[src/rtl/demux_pkg.sv]
// -----------------------------------------------------------------------------
// demux_pkg
//   Shared definitions for the 1-to-N stream demultiplexer.
//   DROP_CNT_W : width of the saturating dropped-beat counter.
//   sel_w(n)   : width of a select able to address n channels.
// -----------------------------------------------------------------------------
package demux_pkg;

    localparam int DROP_CNT_W = 16;

    function automatic int sel_w(input int n);
        return $clog2(n);
    endfunction

endpackage

[src/rtl/demux_chan_fifo.sv]
// -----------------------------------------------------------------------------
// demux_chan_fifo
//   Single-clock FIFO used as the per-channel buffer of the demultiplexer.
//   Ports:
//     clk, rst_n : clock, asynchronous active-low reset
//     push, din  : write request and data (ignored while full)
//     full       : no free entry
//     pop        : read request, advances the head (ignored while empty)
//     dout       : registered head entry; holds its last value while empty
//     empty      : no valid entry
// -----------------------------------------------------------------------------
module demux_chan_fifo #(
    parameter int W     = 8,
    parameter int DEPTH = 2
) (
    input  logic         clk,
    input  logic         rst_n,
    input  logic         push,
    input  logic [W-1:0] din,
    output logic         full,
    input  logic         pop,
    output logic [W-1:0] dout,
    output logic         empty
);

    localparam int AW = $clog2(DEPTH);

    // Pointers carry one extra wrap bit so full and empty are distinguishable.
    logic [AW:0]  wr_ptr_q, wr_ptr_d;
    logic [AW:0]  rd_ptr_q, rd_ptr_d;
    logic [W-1:0] mem_q [DEPTH];
    logic [W-1:0] dout_q, dout_d;
    logic         do_push, do_pop;

    assign empty   = (wr_ptr_q == rd_ptr_q);
    assign full    = (wr_ptr_q[AW] != rd_ptr_q[AW]) &&
                     (wr_ptr_q[AW-1:0] == rd_ptr_q[AW-1:0]);
    assign do_push = push & ~full;
    assign do_pop  = pop & ~empty;
    assign dout    = dout_q;

    always_comb begin
        wr_ptr_d = wr_ptr_q + (AW+1)'(do_push);
        rd_ptr_d = rd_ptr_q + (AW+1)'(do_pop);
        dout_d   = dout_q;
        // Preload the head that will be current after this edge. If every
        // stored entry is consumed this cycle, the new head is the beat being
        // written now, which is not in the array yet.
        if (wr_ptr_d != rd_ptr_d) begin
            if (do_push && (rd_ptr_d == wr_ptr_q)) begin
                dout_d = din;
            end else begin
                dout_d = mem_q[rd_ptr_d[AW-1:0]];
            end
        end
    end

    always_ff @(posedge clk or negedge rst_n) begin
        if (!rst_n) begin
            wr_ptr_q <= '0;
            rd_ptr_q <= '0;
            dout_q   <= '0;
        end else begin
            wr_ptr_q <= wr_ptr_d;
            rd_ptr_q <= rd_ptr_d;
            dout_q   <= dout_d;
        end
    end

    // Storage needs no reset: the pointers alone decide what is valid.
    always_ff @(posedge clk) begin
        if (do_push) begin
            mem_q[wr_ptr_q[AW-1:0]] <= din;
        end
    end

endmodule

[src/rtl/demux_stream_1ton.sv]
// -----------------------------------------------------------------------------
// demux_stream_1ton
//   Steers one input stream to one of N output channels using a per-beat
//   select. Each channel is buffered by its own FIFO so a stalled consumer
//   only blocks beats addressed to it.
//   Ports:
//     clk, rst_n : clock, asynchronous active-low reset
//     s_valid, s_ready, s_sel, s_data : input stream
//     m_valid[N], m_ready[N]          : per-channel output handshake
//     m_data[N*W]                     : channel i data on [i*W +: W]
//     drop_cnt                        : saturating count of out-of-range beats
//     err_sel                         : one-cycle pulse per dropped beat
//
//   Handshake: a beat transfers on a rising edge where valid & ready are both
//   high. s_ready depends only on s_sel and the addressed FIFO's full flag, so
//   there is no combinational path from any m_ready to s_ready. An
//   out-of-range select is always ready and the beat is discarded.
// -----------------------------------------------------------------------------
module demux_stream_1ton
    import demux_pkg::*;
#(
    parameter  int N     = 4,
    parameter  int W     = 8,
    parameter  int DEPTH = 2,
    localparam int SEL_W = sel_w(N)
) (
    input  logic                  clk,
    input  logic                  rst_n,
    input  logic                  s_valid,
    output logic                  s_ready,
    input  logic [SEL_W-1:0]      s_sel,
    input  logic [W-1:0]          s_data,
    output logic [N-1:0]          m_valid,
    input  logic [N-1:0]          m_ready,
    output logic [N*W-1:0]        m_data,
    output logic [DROP_CNT_W-1:0] drop_cnt,
    output logic                  err_sel
);

    logic [N-1:0]            sel_hit;
    logic                    sel_ok;
    logic                    sel_full;
    logic [N-1:0]            push;
    logic [N-1:0]            full;
    logic [N-1:0]            empty;
    logic                    drop;
    logic [DROP_CNT_W-1:0]   drop_cnt_q, drop_cnt_d;
    logic                    err_sel_q;

    // One-hot select decode. A select of N or more matches no channel,
    // which is how out-of-range beats are recognised.
    always_comb begin
        sel_hit  = '0;
        sel_full = 1'b0;
        for (int i = 0; i < N; i++) begin
            if (s_sel == SEL_W'(i)) begin
                sel_hit[i] = 1'b1;
                sel_full   = full[i];
            end
        end
    end

    assign sel_ok  = |sel_hit;
    assign s_ready = sel_ok ? ~sel_full : 1'b1;
    assign push    = sel_hit & {N{s_valid & s_ready}};
    assign drop    = s_valid & ~sel_ok;

    for (genvar g = 0; g < N; g++) begin : g_chan
        demux_chan_fifo #(
            .W     (W),
            .DEPTH (DEPTH)
        ) u_fifo (
            .clk   (clk),
            .rst_n (rst_n),
            .push  (push[g]),
            .din   (s_data),
            .full  (full[g]),
            .pop   (m_ready[g] & ~empty[g]),
            .dout  (m_data[g*W +: W]),
            .empty (empty[g])
        );
        assign m_valid[g] = ~empty[g];
    end

    always_comb begin
        drop_cnt_d = drop_cnt_q;
        if (drop && (drop_cnt_q != '1)) begin
            drop_cnt_d = drop_cnt_q + DROP_CNT_W'(1);
        end
    end

    always_ff @(posedge clk or negedge rst_n) begin
        if (!rst_n) begin
            drop_cnt_q <= '0;
            err_sel_q  <= 1'b0;
        end else begin
            drop_cnt_q <= drop_cnt_d;
            err_sel_q  <= drop;
        end
    end

    assign drop_cnt = drop_cnt_q;
    assign err_sel  = err_sel_q;

endmodule

[config.mk]
export PLATFORM = sky130hd
export DESIGN_NAME = demux_stream_1ton
export DESIGN_NICKNAME = d
export VERILOG_FILES = /design/src/rtl/demux_pkg.sv /design/src/rtl/demux_chan_fifo.sv /design/src/rtl/demux_stream_1ton.sv
export SDC_FILE = /design/constraint.sdc
export NUM_CORES = 1
export LEC_CHECK = 0
export CORE_ASPECT_RATIO = 0.5
export CORE_UTILIZATION = 49
export CTS_CLUSTER_SIZE = 24
export DETAILED_ROUTE_END_ITERATION = 12
export PLACE_DENSITY = 0.74
export SLEW_MARGIN = 0
export SYNTH_ARGS = -nofsm -noshare
export SYNTH_HDL_FRONTEND = slang
export SYNTH_SLANG_ARGS = --single-unit
export TNS_END_PERCENT = 10
[constraint.sdc]
create_clock -name clk -period 2.5 [get_ports clk]
set_input_delay 0.75 -clock clk [delete_from_list [all_inputs] [get_ports clk]]
set_output_delay 0.75 -clock clk [all_outputs]
set_load 0.005 [all_outputs]
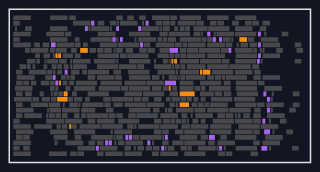
(gate-type map)
Drawn at 2 px/um.
family	color	cells
inverting AOI/OAI gates	purple	38
NOR gates	orange	15

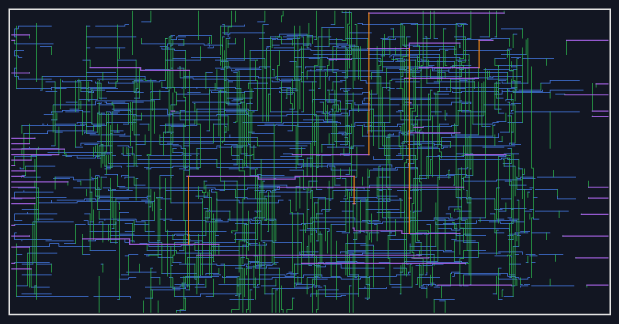
(wiring by layer)
Drawn at 4 px/um.
layer	color	wire length
met4	orange	112 um
met2	green	4960 um
met3	purple	622 um
met1	blue	4770 um

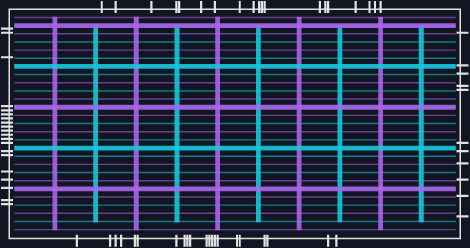
(PDN straps and rails)
Drawn at 3 px/um. Pins as bars on the die edge.
net	color
VDD	cyan
VSS	purple
met5 straps	5
met4 straps	10
met1 rails	27
rows	26

==> flow_metrics.env <==
# implementation run metrics
export IMPL_status="completed"
export IMPL_top_cells_by_area="edfxtp_1, dfrtp_1, mux2i_1, mux2_2, ha_1"
export IMPL_rsz0062_at_grt="yes"
export IMPL_path_cells="xor2_2, nand2b_1, clkdlybuf4s50_1"
export IMPL_yosysWarningCount=0
export IMPL_die_w_um=150
export IMPL_ys_ff=129
export IMPL_tightest_slew_ps=538
export IMPL_yosysUniqueCellTypes=29
export IMPL_diodes=0
export IMPL_min_path_type="in -> async"
export IMPL_power_leakage_nw=3.03
export IMPL_synthXorXnorAreaFrac_pct=4.58
export IMPL_area_growth_pct=37.6
export IMPL_fp_util_pct=51.5
export IMPL_synth_chip_area_sq_um=5360
export IMPL_cp_start_kind="flop"
export IMPL_fmax_ghz=0.410
export IMPL_postCtsSetupRepairBufs=5
export IMPL_yosysTopAreaCellShare_pct=35.9
export IMPL_setup_viol=0
export IMPL_dr_total_vias=3216
export IMPL_setup_tns_ps=0
export IMPL_top_area_cell="edfxtp_1"
export IMPL_clk_path_buf_depth=2
export IMPL_syn_mean_instance_area_sq_um=14.1
export IMPL_io_pins=71
export IMPL_grtUsageMet2_pct=31.7
export IMPL_ys_sh_aoi_pct=3.85
export IMPL_logic_family="multiplexers"
export IMPL_drt_wl_total_mm=10.5
export IMPL_first_pass_iters=4
export IMPL_yosysMostFrequentCell="dfrtp_1"
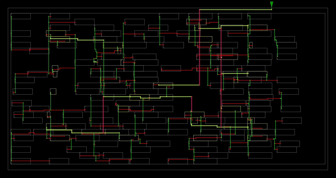
(clock routing)
Clock Power: 2.35 mW
flip-flops: 129
clk sink count: 129
clock skew: 5.93 ps

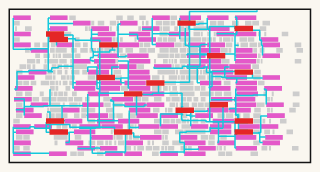
(clock distribution)
Drawn at 2 px/um.
[cells driving clock nets] red | count: 17
[flip-flops] magenta | count: 129
[clock wires] cyan | length: 1550 um
routed clock nets	18
flops lie	all over the die

[state kept, by name, indices dropped and copies added, names as in the netlist]
signal                  cells
g_chan.u_fifo.mem_q        64
g_chan.u_fifo.dout         32
g_chan.u_fifo.rd_ptr_q      8
g_chan.u_fifo.wr_ptr_q      8
err_sel                     1
drop_cnt                   16
[layout make-up]
type,instances,area (sq um),share of cell area [%]
clock buffers,21,450,6.11
clock inverters,11,114,1.54
inverters,10,37.5,0.509
multi-input cells,216,1860,25.2
flip-flops and latches,129,3550,48.2
well taps,140,175,2.38
repair buffers,123,1180,16.0
[per-layer routing]
metal | routed length [um] | part of all wire [%]
met4 | 112 | 1.1
met5 | 0 | 0
met3 | 621 | 5.9
met1 | 4770 | 46
met2 | 4960 | 47
[per-stage QoR]
stage	instances	instance area (sq um)	hold WS, ps	total power, mW
finish	650	7370	340	10.9
detailed placement	609	6570	365	7.91
global route	650	7370	359	11.7
floorplan	381	5390	452	6.05
CTS	647	7280	361	10.8
global placement	609	6570	364	7.75
[critical path: cells and delay by family, from the launching register on]
kind / cells / cell delay, ps
buf+inv: 1 / 500
xor+xnor: 1 / 210
simple gates: 1 / 150
flops: 1 / 410
[worst max-delay path by stage]
stage,from,endpoint,cells past startpoint
after floorplan,s_sel[0],g_chan[2].u_fifo.dout[0],9
after global routing,g_chan[1].u_fifo.wr_ptr_q[1],g_chan[1].u_fifo.dout[6],11
final,g_chan[1].u_fifo.wr_ptr_q[1],m_valid[1],3
after CTS,g_chan[0].u_fifo.wr_ptr_q[1],m_valid[0],3
after detailed placement,s_sel[0],g_chan[0].u_fifo.dout[6],8
after global placement,s_sel[0],g_chan[0].u_fifo.dout[5],8
[power by group]
part	switching (mW)	internal [mW]	leakage, nW
logic	2.55	2.86	1.38
clock network	0.873	1.48	0.268
registers	0.334	2.82	1.38
Power is estimated from default activity; no workload was simulated.
